==> images/gate_families.png <==
Drawn at 4 px/um.
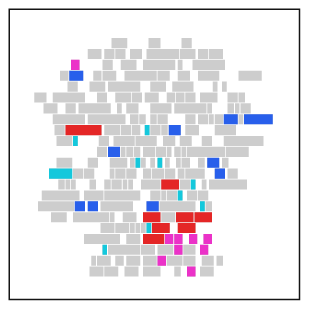
==> images/wire_density.png <==
Drawn at 4 px/um. The die is cut into 14 by 14 equal tiles; dark purple is low, yellow is high, scaled to the fullest tile. Values are wire area over tile area, all layers added.
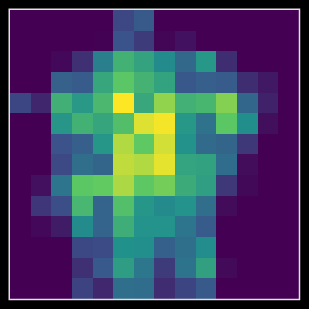
**config.mk**
```make
export PLATFORM = sky130hd
export DESIGN_NAME = rr_grant_arbiter_flat
export DESIGN_NICKNAME = d
export VERILOG_FILES = /design/src/rtl/arb_pkg.sv /design/src/rtl/rr_grant_arbiter_if.sv /design/src/rtl/rr_grant_arbiter_grant_decoder.sv /design/src/rtl/rr_grant_arbiter.sv /design/src/flat_wrapper.sv
export SDC_FILE = /design/constraint.sdc
export NUM_CORES = 1
export LEC_CHECK = 0
export ABC_CLOCK_PERIOD_IN_PS = 2600
export CAP_MARGIN = 25
export CORE_MARGIN = 5
export CORE_UTILIZATION = 35
export DETAILED_ROUTE_END_ITERATION = 7
export PLACE_DENSITY = 0.67
export SETUP_SLACK_MARGIN = 0.5
export SLEW_MARGIN = 20
export SYNTH_ARGS = -nofsm -noshare
export SYNTH_HDL_FRONTEND = slang
export SYNTH_SLANG_ARGS = --single-unit
```
**constraint.sdc**
```tcl
create_clock -name clk -period 2.6 [get_ports clk]
set_input_delay 0.65 -clock clk [delete_from_list [all_inputs] [get_ports clk]]
set_output_delay 0.65 -clock clk [all_outputs]
set_load 0.02 [all_outputs]
```
**src/rtl/arb_pkg.sv**
```systemverilog
// arb_pkg: shared constants and FSM state type for the round-robin grant arbiter
package arb_pkg;
    localparam int NREQ = 8;
    localparam int IDX_W = 3;
    localparam int MAX_HOLD = 16;
    typedef enum logic {IDLE, GRANT} state_t;
endpackage

```
**src/rtl/rr_grant_arbiter_if.sv**
```systemverilog
// rr_grant_arbiter_if: request/done/grant bundle between requesters and the arbiter
interface rr_grant_arbiter_if;
    import arb_pkg::*;
    logic [NREQ-1:0] req;
    logic [NREQ-1:0] done;
    logic [NREQ-1:0] gnt;
    logic [IDX_W-1:0] gnt_idx;
    logic gnt_valid;
    logic timeout;
    modport master (output req, done, input gnt, gnt_idx, gnt_valid, timeout);
    modport slave (input req, done, output gnt, gnt_idx, gnt_valid, timeout);
endinterface

```
**src/rtl/rr_grant_arbiter_grant_decoder.sv**
```systemverilog
// grant_decoder: 3-to-8 one-hot decoder with enable, all zeros when disabled
module grant_decoder
    import arb_pkg::*;
(
    input  logic [IDX_W-1:0] idx,
    input  logic             en,
    output logic [NREQ-1:0]  onehot
);
    assign onehot = en ? {{(NREQ-1){1'b0}}, 1'b1} << idx : '0;
endmodule

```
**src/rtl/rr_grant_arbiter.sv**
```systemverilog
// rr_grant_arbiter: 8-way round-robin arbiter with done handshake and one idle turnaround per grant
// Define ARB_TIMEOUT_EN to add a watchdog that revokes grants held MAX_HOLD cycles.
module rr_grant_arbiter
    import arb_pkg::*;
(
    input logic clk,
    input logic rst,
    rr_grant_arbiter_if.slave bus
);
    state_t state, state_n;
    logic [IDX_W-1:0] idx_q, idx_n, ptr, ptr_n;
    logic valid_q, valid_n, rel, to_n;
    logic [NREQ-1:0] gnt_w;
    // lowest offset from p wins; scanning downwards lets the last hit be the first in rotation
    function automatic logic [IDX_W-1:0] rr_pick(input logic [NREQ-1:0] r, input logic [IDX_W-1:0] p);
        logic [IDX_W-1:0] k;
        rr_pick = p;
        for (int i = NREQ - 1; i >= 0; i--) begin
            k = p + IDX_W'(i);
            if (r[k]) rr_pick = k;
        end
    endfunction
`ifdef ARB_TIMEOUT_EN
    localparam int CW = $clog2(MAX_HOLD);
    logic [CW-1:0] cnt, cnt_n;
    logic expire, to_q;
    assign expire = (state == GRANT) && (cnt == CW'(MAX_HOLD - 1));
    assign cnt_n = (state == GRANT) ? cnt + 1'b1 : '0;
    assign to_n = expire && !bus.done[idx_q];
    always_ff @(posedge clk or posedge rst) begin
        if (rst) begin
            cnt <= '0;
            to_q <= 1'b0;
        end else begin
            cnt <= cnt_n;
            to_q <= to_n;
        end
    end
    assign bus.timeout = to_q;
    assign rel = bus.done[idx_q] || expire;
`else
    assign to_n = 1'b0;
    assign bus.timeout = to_n;
    assign rel = bus.done[idx_q];
`endif
    always_comb begin
        state_n = state;
        idx_n = idx_q;
        valid_n = valid_q;
        ptr_n = ptr;
        if (state == IDLE) begin
            if (|bus.req) begin
                idx_n = rr_pick(bus.req, ptr);
                valid_n = 1'b1;
                state_n = GRANT;
            end
        end else if (rel) begin
            valid_n = 1'b0;
            ptr_n = idx_q + 1'b1;
            state_n = IDLE;
        end
    end
    always_ff @(posedge clk or posedge rst) begin
        if (rst) begin
            state <= IDLE;
            idx_q <= '0;
            valid_q <= 1'b0;
            ptr <= '0;
        end else begin
            state <= state_n;
            idx_q <= idx_n;
            valid_q <= valid_n;
            ptr <= ptr_n;
        end
    end
    grant_decoder u_dec (.idx(idx_q), .en(valid_q), .onehot(gnt_w));
    assign bus.gnt = gnt_w;
    assign bus.gnt_idx = idx_q;
    assign bus.gnt_valid = valid_q;
endmodule
```
**src/flat_wrapper.sv**
```systemverilog
// flat-port wrapper written by rule: the top's interface ports become plain ports
module rr_grant_arbiter_flat import arb_pkg::*;
  (clk, rst, bus_req, bus_done, bus_gnt, bus_gnt_idx, bus_gnt_valid, bus_timeout);
  rr_grant_arbiter_if bus_i ();
  input logic clk;
  input logic rst;
  input wire logic [$bits(bus_i.req)-1:0] bus_req;
  input wire logic [$bits(bus_i.done)-1:0] bus_done;
  output wire logic [$bits(bus_i.gnt)-1:0] bus_gnt;
  output wire logic [$bits(bus_i.gnt_idx)-1:0] bus_gnt_idx;
  output wire logic [$bits(bus_i.gnt_valid)-1:0] bus_gnt_valid;
  output wire logic [$bits(bus_i.timeout)-1:0] bus_timeout;
  assign bus_i.req = bus_req;
  assign bus_i.done = bus_done;
  assign bus_gnt = bus_i.gnt;
  assign bus_gnt_idx = bus_i.gnt_idx;
  assign bus_gnt_valid = bus_i.gnt_valid;
  assign bus_timeout = bus_i.timeout;
  rr_grant_arbiter u_core (.clk(clk), .rst(rst), .bus(bus_i));
endmodule
```
==> results_slide.txt <==
Key Metrics from the Run

Setup path
  – WS Path Type: flip-flop to flip-flop
  – Reg2reg path depth: 9
  – CP Max Fanout: 4
  – CP Launch Type: flip-flop
  – Worst EP required: approximately 2.7 ns
  – Reg2reg end: u_core.bus.gnt_idx[1]
  – Internal reg-to-reg setup slack: around 0.23 ns
  – Worst setup path endpoint: u_core.bus.gnt_idx[1]
  – Worst r2r src: u_core.ptr[1]
  – Worst setup path startpoint: u_core.ptr[1]
  – Crit path DAT: approximately 2.5 ns
  – Crit end category: flip-flop

Timing
  – Hold Violations, Final: 0
  – Fin crit period: between 2 and 2.5 ns
  – PnR worst setup slack: roughly 0.23 ns
  – Final Setup Violations: 0
  – Sum Neg Setup Slack: 0 ns
  – Relative slew margins: roughly 65%
  – Worst Tran Pin Value: roughly 0.53 ns
  – F_max: roughly 420 MHz
  – Setup Skew: approximately 0.0036 ns
  – Fin crit share: about nine tenths
  – RSZ-0062 raised after global routing: yes
  – Final Max-Slew Violation Tally: 0

Floorplan
  – Core box area: between 3000 and 4000 um2
  – Num rows: 22
  – Die Wd: between 70 and 80 um
  – Chip area: 5210 um2
  – I/O pins: 31
  – Die Height: about 72 um
  – Initial Util: 36.4%

Min path
  – Class of the worst hold path: flip-flop to flip-flop
  – Min-delay src: u_core.state
  – Depth of the worst hold-timing path: 1
  – WHS Endpoint: u_core.state

Logic synthesis
  – Synthesized Nets: approximately 170
  – Main synth FF type: dfrtp_1
  – Syn Inst Count: between 100 and 150
  – Cell area after synthesis: ~1400 um2
  – Most frequent cells after synthesis: 19 x nand2_1, 9 x a21oi_1, 9 x inv_1, 9 x nor2_1
  – Count leader, synth: nand2_1
  – Ys Warns: 0
  – Top area contributor share: about 15%
  – Post-synth EDFFs: 0
  – Seq share, synth: 14.8%
  – Asr flop ratio synth: 100%
  – Yosys Chip Area: 1350 um2
  – Synth area leader: dfrtp_1
  – Post-synth regs: 8
  – Main area contributors: dfrtp_1 15%, mux4_2 12%, ha_1 7.4%
  – Cell total in the yosys stat output: approximately 140
  – Unique cell types: 46
  – Mapped Avg Cell Area: about 9.5 um2

Clock tree
  – Inserted Clock Buffers: 3
  – TritonCTS clock tree: yes
  – Worst-path clk slew: about 0.04 ns
  – H-tree levels: 1
  – CTS root buf: clkbuf_8
  – Sink Count: 8
  – Clk buf depth: 2
  – Worst-Skew Late Latency: about 0.23 ns
  – CTS Hold Buffers Added: 0

Cells and area
  – Number of antenna repair diodes: 0
  – Commonest non-fill, non-tap cell in the layout: buf_4
  – Register Area: roughly 200 um2
  – Fill cell count: around 330
  – Comb area: around 1100 um2
  – Most frequent cells in the layout: 34 x buf_4, 18 x nand2_1, 12 x clkdlybuf4s50_1
  – Proportion of layout cells with a drive suffix above 1: around 40%
  – Area grow syn2layout: 50.7%
  – Final nets: between 200 and 250

Global routing
  – First-pass GRT wire length: around 6.8 mm
  – Pin count of the biggest net entering global routing: 18
  – Vias in the first global route: 1441
  – Initial antenna violation count: 0
  – Total grt overflow: 0

Route
  – Routed Antenna Nets: 0
  – TritonRoute pass-1 iters: 4
  – Vias/cell: around 5.4
  – DRT iter0 DRCs: roughly 59
  – DR DRC count: 0

Run status
  – Outcome: finished clean

Run
  – Tool warnings: 34
  – Max Cap Viol: 0

Place
  – Final GP Congestion: between 0.9 and 1
  – Pre-CTS setup slack: -0.291 ns
  – PortBufs: 29
  – HPWL after DPL: ~3.2 mm
  – DP Cell Count: approximately 240

Power and ir drop
  – Leak: between 0.9 and 1 nW
  – Total power per unit cell area: 1560 nW/um2
  – Peak VDD IR: approximately 0.0007 V
  – Overall power: around 0.0032 W
-- gate_families.png (at the start) --
AND-OR and OR-AND gates -> blue  # cells 10, most used o21a_1
adder and majority cells -> red  # cells 8, most used ha_1, where south
inverters -> cyan  # cells 10, most used inv_1
AND and OR gates -> magenta  # cells 9, most used and2_1, where south
post-route insts no fill: 254
logic share of the area: 55.0%

-- wire_density.png (at the start) --
mean over tiles = 0.12
densest ninth of the die = centre
emptiest ninth of the die = south-east
nearly empty tiles = 38%
fullest tile = 0.44
All-Layer GR Usage: 16.4%
DRT Wirelength: 4.03 mm
DR vias: 1378
DR WL/cell: 15.9 um

flip-flops by register name (all words and copies together), names as in the netlist:
signal / flops
u_core.ptr: 3
u_core.state: 1
u_core.bus.gnt_idx: 3
u_core.bus.gnt_valid: 1
what timing repair did:
item                                    CTS  global route
endpoints found under the setup margin   13            12
setup buffers                             7             1
pin swaps                                10             1
resized                                  43            13
layer usage:
metal	vias to the layer above	share of wire, %	global-route usage [%]
li1	666	-	-
met1	688	45	22.2
met2	20	51	27.4
met3	4	2.3	2.63
met4	0	1.2	3.97
met5	-	0	0
critical path, cell delays in order, from the launching register on:
cell       delay, ns
dfrtp_2         0.43
clkinv_8        0.06
ha_4            0.29
mux4_2          0.56
mux2i_4         0.19
buf_4           0.14
o2bb2a_4        0.15
a21oi_4         0.16
a2111oi_4       0.07
o41ai_2         0.20
cell families after synthesis:
kind of cell             synth area share [%]
AND-OR/OR-AND                            21.4
XOR/XNOR                                 1.29
adder cells (fa/ha/maj)                  7.39
buffers and inverters                    6.28
flip-flops                               14.8
multiplexers                             32.8
other                                   0.277
AND/OR/NAND/NOR                          15.8
area by class of cell:
type	instances	area share, %
multi-input combinational	119	55.0
timing repair buffer	66	27.6
sequential	8	9.99
tap	48	2.94
inverter	10	2.45
clock buffer	3	2.02
per-stage QoR:
stage	instance area [um2]	util [%]	hold WS [ns]
floorplan	1380	-	0.466
global placement	1900	51.0	0.509
detailed placement	1900	51.0	0.536
CTS	2020	54.4	0.545
global route	2040	54.9	0.601
finish	2040	54.9	0.564
report_power, final:
part | internal, W | total, W | leakage (nW) | switching, W
clock network | 0.000101 | 0.000152 | 0.0216 | 0.0000516
logic | 0.00143 | 0.00272 | 0.800 | 0.00129
registers | 0.000196 | 0.000313 | 0.0914 | 0.000117
No activity file was given, so power comes from the tool's default toggle rates.
